**src/rtl/result_drain.sv**
```systemverilog
// result_drain: captures finished 2x2 result tiles from the systolic array
// into a two-slot ping-pong buffer and streams them to the host one byte at
// a time, either as raw 16-bit little-endian words or saturated to int8.
//
// Handshakes:
//   capture side: a tile is accepted on a rising edge where cap_valid and
//   cap_ready are both high. cap_valid while cap_ready is low drops the tile
//   and sets the sticky overflow flag.
//   host side: out_data/out_last are meaningful while out_valid is high; a
//   byte is consumed on a rising edge where host_ack and out_valid are both
//   high. host_ack with out_valid low has no effect.
module result_drain #(
  parameter int SLOTS = 2
) (
  input  logic        clk,
  input  logic        rst,
  input  logic        cap_valid,
  input  logic [15:0] c00,
  input  logic [15:0] c01,
  input  logic [15:0] c10,
  input  logic [15:0] c11,
  input  logic        mode,
  output logic        cap_ready,
  output logic [7:0]  out_data,
  output logic        out_valid,
  output logic        out_last,
  input  logic        host_ack,
  output logic        overflow,
  input  logic        clear_err
);

  // Occupancy value at which both slots are in use.
  localparam logic [1:0] FULL_COUNT = 2'(SLOTS);

  // Tile storage; contents are don't-care until written, so not reset.
  logic [15:0] slot_data [2][4];
  logic        slot_mode [2];

  logic       wp;
  logic       rp;
  logic [1:0] count;
  logic [2:0] bi;
  logic       overflow_q;

  logic       cap_fire;
  logic       cap_drop;
  logic       ack_fire;
  logic       pop;
  logic       head_mode;
  logic [2:0] last_bi;
  logic [15:0] head_word;

  // Clamp a signed 16-bit accumulation into the int8 range.
  function automatic logic [7:0] sat8(input logic signed [15:0] x);
    logic [7:0] r;
    if (x > 16'sd127)       r = 8'h7F;
    else if (x < -16'sd128) r = 8'h80;
    else                    r = x[7:0];
    return r;
  endfunction

  // Handshake qualifiers and head-tile decode, all from registered state.
  always_comb begin
    cap_ready = (count < FULL_COUNT);
    out_valid = (count != 2'd0);
    cap_fire  = cap_valid && cap_ready;
    cap_drop  = cap_valid && !cap_ready;
    head_mode = slot_mode[rp];
    last_bi   = head_mode ? 3'd3 : 3'd7;
    out_last  = out_valid && (bi == last_bi);
    ack_fire  = host_ack && out_valid;
    pop       = ack_fire && out_last;
  end

  // Byte mux: raw mode walks lo/hi of each word, int8 mode one word per byte.
  always_comb begin
    out_data  = 8'h00;
    head_word = slot_data[rp][bi[2:1]];
    if (out_valid) begin
      if (head_mode) begin
        out_data = sat8(slot_data[rp][bi[1:0]]);
      end else begin
        out_data = bi[0] ? head_word[15:8] : head_word[7:0];
      end
    end
  end

  // Store an accepted tile and its output mode into the write slot.
  always_ff @(posedge clk) begin
    if (cap_fire) begin
      slot_data[wp][0] <= c00;
      slot_data[wp][1] <= c01;
      slot_data[wp][2] <= c10;
      slot_data[wp][3] <= c11;
      slot_mode[wp]    <= mode;
    end
  end

  // Pointer, occupancy and byte-index bookkeeping; capture and pop may coincide.
  always_ff @(posedge clk) begin
    if (rst) begin
      wp    <= 1'b0;
      rp    <= 1'b0;
      count <= 2'd0;
      bi    <= 3'd0;
    end else begin
      if (cap_fire) wp <= ~wp;
      if (pop) begin
        rp <= ~rp;
        bi <= 3'd0;
      end else if (ack_fire) begin
        bi <= bi + 3'd1;
      end
      case ({cap_fire, pop})
        2'b10:   count <= count + 2'd1;
        2'b01:   count <= count - 2'd1;
        default: count <= count;
      endcase
    end
  end

  // Sticky drop flag; a drop in the same cycle as clear_err keeps it set.
  always_ff @(posedge clk) begin
    if (rst) begin
      overflow_q <= 1'b0;
    end else if (cap_drop) begin
      overflow_q <= 1'b1;
    end else if (clear_err) begin
      overflow_q <= 1'b0;
    end
  end

  assign overflow = overflow_q;

endmodule

```
**config.mk**
```make
export PLATFORM = sky130hd
export DESIGN_NAME = result_drain
export DESIGN_NICKNAME = d
export VERILOG_FILES = /design/src/rtl/result_drain.sv
export SDC_FILE = /design/constraint.sdc
export NUM_CORES = 1
export LEC_CHECK = 0
export CORE_UTILIZATION = 40
export DETAILED_ROUTE_END_ITERATION = 6
export MAX_ROUTING_LAYER = met4
export PLACE_DENSITY = 0.72
export SETUP_SLACK_MARGIN = 0.15
export SLEW_MARGIN = 5
export SYNTH_ARGS = -nofsm -noshare
export SYNTH_HDL_FRONTEND = slang
export SYNTH_SLANG_ARGS = --single-unit
export TNS_END_PERCENT = 30
```
**constraint.sdc**
```tcl
create_clock -name clk -period 5.3 [get_ports clk]
set_clock_uncertainty 0.1 [all_clocks]
set_input_delay 0.53 -clock clk [delete_from_list [all_inputs] [get_ports clk]]
set_output_delay 0.53 -clock clk [all_outputs]
set_load 0.03 [all_outputs]
```
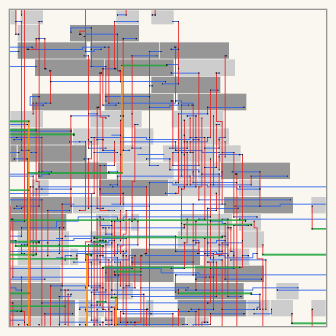
run_1/detail.png
Region (72, 72) to (122, 122) um. Cells in grey, sequential cells in the stronger grey; small squares are vias.
- green: metal 3
- blue: metal 1
- red: metal 2
- orange: metal 4
- most frequent: edfxtp_1 (26), mux4_2 (12), clkdlybuf4s50_1 (10)
- netlist names of flops here include: `slot_data` (26)
- cells with their middle in the window: 81
- sequential cells in the window: 26

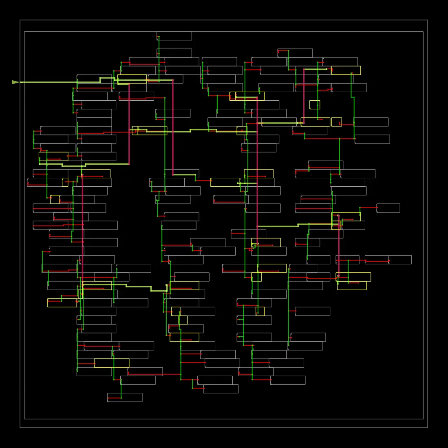
run_1/clocks.png
Clock Sinks: 139
flip-flops: 139
clock network power: 1140 uW

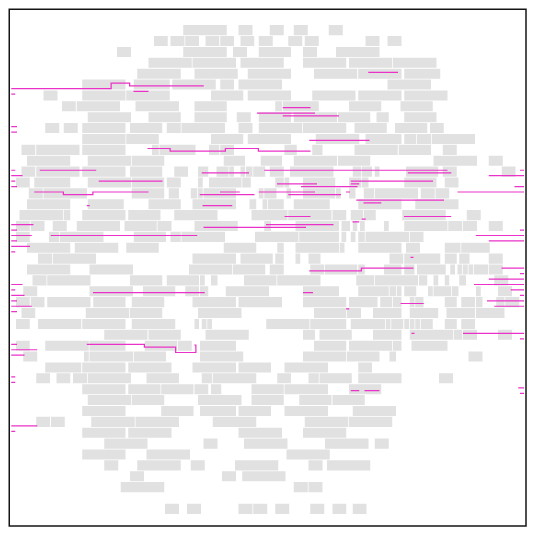
run_1/layer_met3.png
(4 px per um)
- share of all routed wire: 5.8%
- longest straight run: 45.5 um
- nets with wire on the layer: 70
- wire length on this layer: 769 um
- main direction: horizontal

==> commit_impl_results.txt, run 1 <==
Store results of the implementation flow

- Status: finished, final reports clean
- Setup repair after global routing left no endpoint under its margin.
* Flop share of the area: 50.97%
- The worst setup path is launched from a flop.
- The smallest clock period supported by the final layout is computed as 4510 ps.
- The iteration count recorded for the first detailed-route pass is 4.
* CTS max path bufs: 2
* Input/output buffers: 81
- The startpoint identified for the worst hold timing path is overflow$_SDFFE_PP0P_.
* Width of the die: 128.8 um
- The filler cells instantiated in the layout total 1,257.
* Gpl congestion: 0.8225
- Core Density at Floorplan: 41.69%
* Worst stage delay on the critical path: 760 ps
* Worst slack at placement: 1191 ps
- Counting flops with a built-in enable in the synthesized netlist gives 130.
- Total area of multi-input combinational cells: 2212 um2
- Maximum clock frequency: 221.7 MHz
* Yosys stat chip area: 6431 um2
- Non-clock buffer total of the final layout: 86
- The worst hold path belongs to the class flop to flop.
* Number of antenna diodes: 0
- Standard-cell row count: 45
* Register clock-pin slew on the reported worst setup and hold paths: 60 ps
* Pin count of the biggest net entering global routing: 51
* Net count after synthesis: 408
* Area growth from synthesis to final layout: 24.73%
* Max-cap viol count: 0
* Area of placed instances: 7445 um2
- From the final report, the count of setup violators was given as 0.
* IO Count: 82
- In this run the power density over the cells is 353.0 nW/um2.
- Measured on the finished design, the core utilization comes to 52.00%.
- Walking the critical path from launch to capture passes 7 cell instances.
- The routed layout reports a DRC error count of 0.
- The script extracted a net switching power of 672.8 uW.
* Final std cells w/o fill: 645
==> run 1: synthesized netlist by cell type (3+ instances only) <==
cell type and count:
sky130_fd_sc_hd__xor2_1 3, sky130_fd_sc_hd__mux4_2 62, sky130_fd_sc_hd__nand2_1 20, sky130_fd_sc_hd__mux2i_1 20, sky130_fd_sc_hd__inv_1 4, sky130_fd_sc_hd__buf_4 6
sky130_fd_sc_hd__dfxtp_1 9, sky130_fd_sc_hd__edfxtp_1 130, sky130_fd_sc_hd__a2111oi_1 5, sky130_fd_sc_hd__nand3_1 6, sky130_fd_sc_hd__clkbuf_1 6, sky130_fd_sc_hd__and3_1 4
sky130_fd_sc_hd__buf_6 3, sky130_fd_sc_hd__a21oi_1 8, sky130_fd_sc_hd__buf_2 4, sky130_fd_sc_hd__nor2_1 11
==> run 1: worst register-to-register path, delay by kind of cell, from the launching register on <==
family	cells	cell delay, ps
flops	1	600
xor+xnor	1	240
compound gates	1	160
fa+ha+maj	1	250
mux	1	570
simple gates	2	550
buf+inv	2	470
==> run 1: flip-flops by register name, indices dropped and copies added, names as in the netlist, named ones only <==
| register | count |
|---|---|
| overflow | 1 |
| slot_data | 128 |
| slot_mode | 2 |
| wp | 1 |
| count | 2 |
| bi | 3 |
| rp | 1 |
==> run 1: logic make-up after synthesis <==
family | share of synthesized area, %
muxes | 25.35
DFF | 63.50
buffers and inverters | 2.237
adders and majority gates | 0.3890
and+or+nand+nor | 4.047
xor gates and xnor gates | 0.6811
AOI/OAI and AO/OA | 3.794
==> run 1: routing by layer <==
layer,routed length (um),GRT usage [%]
met5,0,-
met4,244,7.059
met3,769,4.324
met2,6943,29.25
met1,5425,22.11
==> inputs of run 2 (changes only) <==
--- a/config.mk
+++ b/config.mk
@@ -5,10 +5,13 @@
 export SDC_FILE = /design/constraint.sdc
 export NUM_CORES = 1
 export LEC_CHECK = 0
+export CELL_PAD_IN_SITES_DETAIL_PLACEMENT = 0
+export CELL_PAD_IN_SITES_GLOBAL_PLACEMENT = 2
 export CORE_UTILIZATION = 40
 export DETAILED_ROUTE_END_ITERATION = 6
+export GPL_ROUTABILITY_DRIVEN = 0
 export MAX_ROUTING_LAYER = met4
-export PLACE_DENSITY = 0.72
+export PLACE_DENSITY = 0.88
 export SETUP_SLACK_MARGIN = 0.15
 export SLEW_MARGIN = 5
 export SYNTH_ARGS = -nofsm -noshare
==> commit_impl_results.txt, run 2 <==
Store results of the implementation flow

- The run finished with clean final reports.
- STA classifies the critical path startpoint as a flop.
- Area growth from synthesis to final layout: 25.72%
- DRT Pass-1 Iters: 4
- Total setup buffers inserted after CTS: 0
* Area taken by flip-flops and latches: 4089 um2
* Flip-flops with a built-in enable: 130
- Warnings reported by Yosys during synthesis add up to 0.
- Highest metal layer with signal wires: met4
* Leading cell types by count after synthesis: sky130_fd_sc_hd__edfxtp_1, sky130_fd_sc_hd__mux4_2, sky130_fd_sc_hd__mux2i_1, sky130_fd_sc_hd__nand2_1, sky130_fd_sc_hd__nor2_1
- Maximum clock frequency: 215.5 MHz
- Total length of routed met3 wires: 662 um
- In the final report, the number of endpoints failing setup comes to 0.
* Max-cap viol count: 0
* Max FFs per register: 128
- In this run the cell area measured after placement is 7462 um2.
- Clock Sinks: 139
- Pin placement for this block handled 82 I/O pins.
* DRT met1 WL: 5.582 mm
- Number of antenna diodes: 0
* Antenna violations before repair: 0
- Seq share, synth: 63.50%
- The area recorded from the Yosys report for this design is 6431 um2.
* Register clock-pin slew on the reported worst setup and hold paths: 60 ps
* Highest fanout seen on the critical path: 38
* Final net count: 497
- Bufs and invs on worst path: 1
* Path category of the worst min-delay check: flop to flop
- In the floorplan report the effective utilization is 41.69%.
- Worst slack at placement: 1068 ps
- For the pin with the worst max-slew slack, the measured transition is 952.6 ps.
- Number of levels the H-tree was split into: 4
- The completed layout was analyzed and its total power is 2934 uW.
* Worst stage delay on the critical path: 800 ps
* Biggest register: slot_data
* Cell area power density: 362.8 nW/um2
* Setup repair after global routing missed its margin: false
* Width of the die: 128.8 um
- Counting along the longest clock path gives a buffer depth of 2.
- The clock reaches the later pin of the worst-skew pair after 420 ps.
- Net count after synthesis: 408
* Final std cells w/o fill: 649
- Detailed-routed wire length on met2: 6.956 mm
* Input/output buffers: 81
* Registers with the highest flip-flop counts: slot_data (128), bi (3)
- The DRC violation total left in the routed layout is recorded as 0.
* Vias in the first global route: 3,925
- In the final layout, the multi-input gates occupy 2212 um2.
- The timing report lists the critical path depth as 6 cells.
- The top cell types in the final layout, fill and taps aside, are sky130_fd_sc_hd__edfxtp_1, sky130_fd_sc_hd__clkdlybuf4s50_1, sky130_fd_sc_hd__mux4_2.
run 2: netlist changes by cell type in the layout (fill, tap and decap cells not counted), sizes merged:
cell      change
buf           +4
clkinvlp      -4
bufinv        +2
inv           +2
run 2: how the worst min path moves through the flow:
stage	cells after the start	start	slack (ps)	to
2_1_floorplan	2	count[1]$_SDFFE_PP0P_	370	overflow$_SDFFE_PP0P_
3_3_place_gp	2	overflow$_SDFFE_PP0P_	360	overflow$_SDFFE_PP0P_
3_5_place_dp	2	overflow$_SDFFE_PP0P_	370	overflow$_SDFFE_PP0P_
4_1_cts	2	overflow$_SDFFE_PP0P_	380	overflow$_SDFFE_PP0P_
5_1_grt	2	overflow$_SDFFE_PP0P_	410	overflow$_SDFFE_PP0P_
6_report	2	overflow$_SDFFE_PP0P_	370	overflow$_SDFFE_PP0P_
run 2: report_power, final:
part / internal, uW / total, uW / switching, uW
sequential: 1300 / 1340 / 45.5
clock: 790 / 1240 / 454
combinational: 170 / 345 / 175
run 2: cell type report:
| class | instances | area share [%] |
|---|---|---|
| timing repair buffer | 90 | 10.86 |
| sequential | 139 | 50.57 |
| clock inverter | 14 | 2.399 |
| clock buffer | 18 | 5.308 |
| multi-input combinational | 172 | 27.36 |
| tap | 211 | 3.265 |
| inverter | 5 | 0.2321 |
run 2: cells by family after synthesis:
logic type / share of synthesized area [%]
compound gates: 3.794
xor+xnor: 0.6811
fa+ha+maj: 0.3890
buf+inv: 2.237
flops: 63.50
mux: 25.35
simple gates: 4.047
run 2: layer usage:
metal | GRT usage, % | up-vias
met3 | 4.200 | 12
li1 | - | 1613
met1 | 21.15 | 1822
met2 | 30.84 | 109
met5 | - | -
met4 | 5.813 | 0
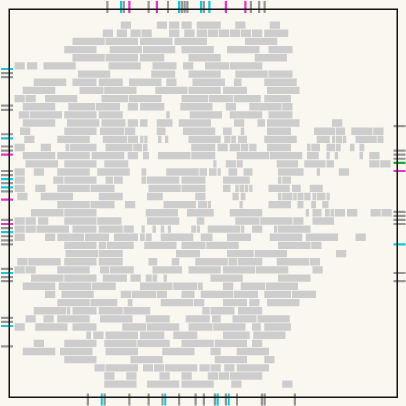
run_2/io_placement.png
(3 px per um) Pins as bars across the die edge, other pins in grey.
- magenta: `out_data` (pins 8; direction output; edge 4 top, 3 left, 1 right)
- cyan: `c10` (pins 16; direction input; edge 7 left, 4 bottom, 4 top, 1 right)
- green: `cap_ready` (pins 1; direction output; edge right)

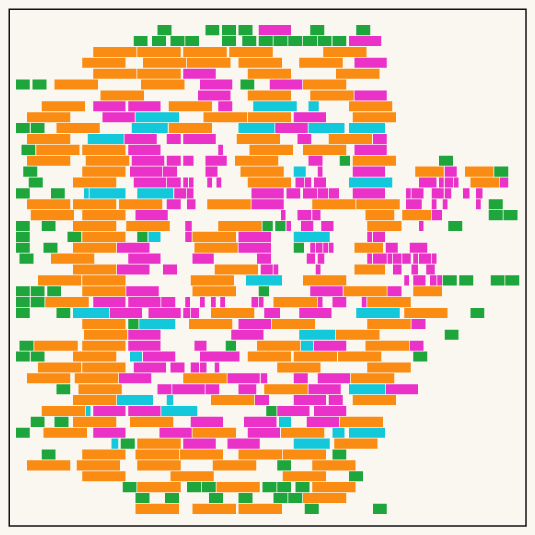
run_2/placement_by_type.png
(4 px per um)
- green: other buffers and delay cells (cells 90)
- magenta: combinational and other logic (cells 177)
- cyan: clock drivers and dummy loads (cells 32)
- orange: flops (cells 139)
final core occ: 52.41%
flop share of the area: 50.57%
final design area excluding fillers: 8085 um2
standard-cell row count: 45
area of the placeable core: 15,430 um2

Power figures rest on the tool's default switching activity, not on a simulated workload.
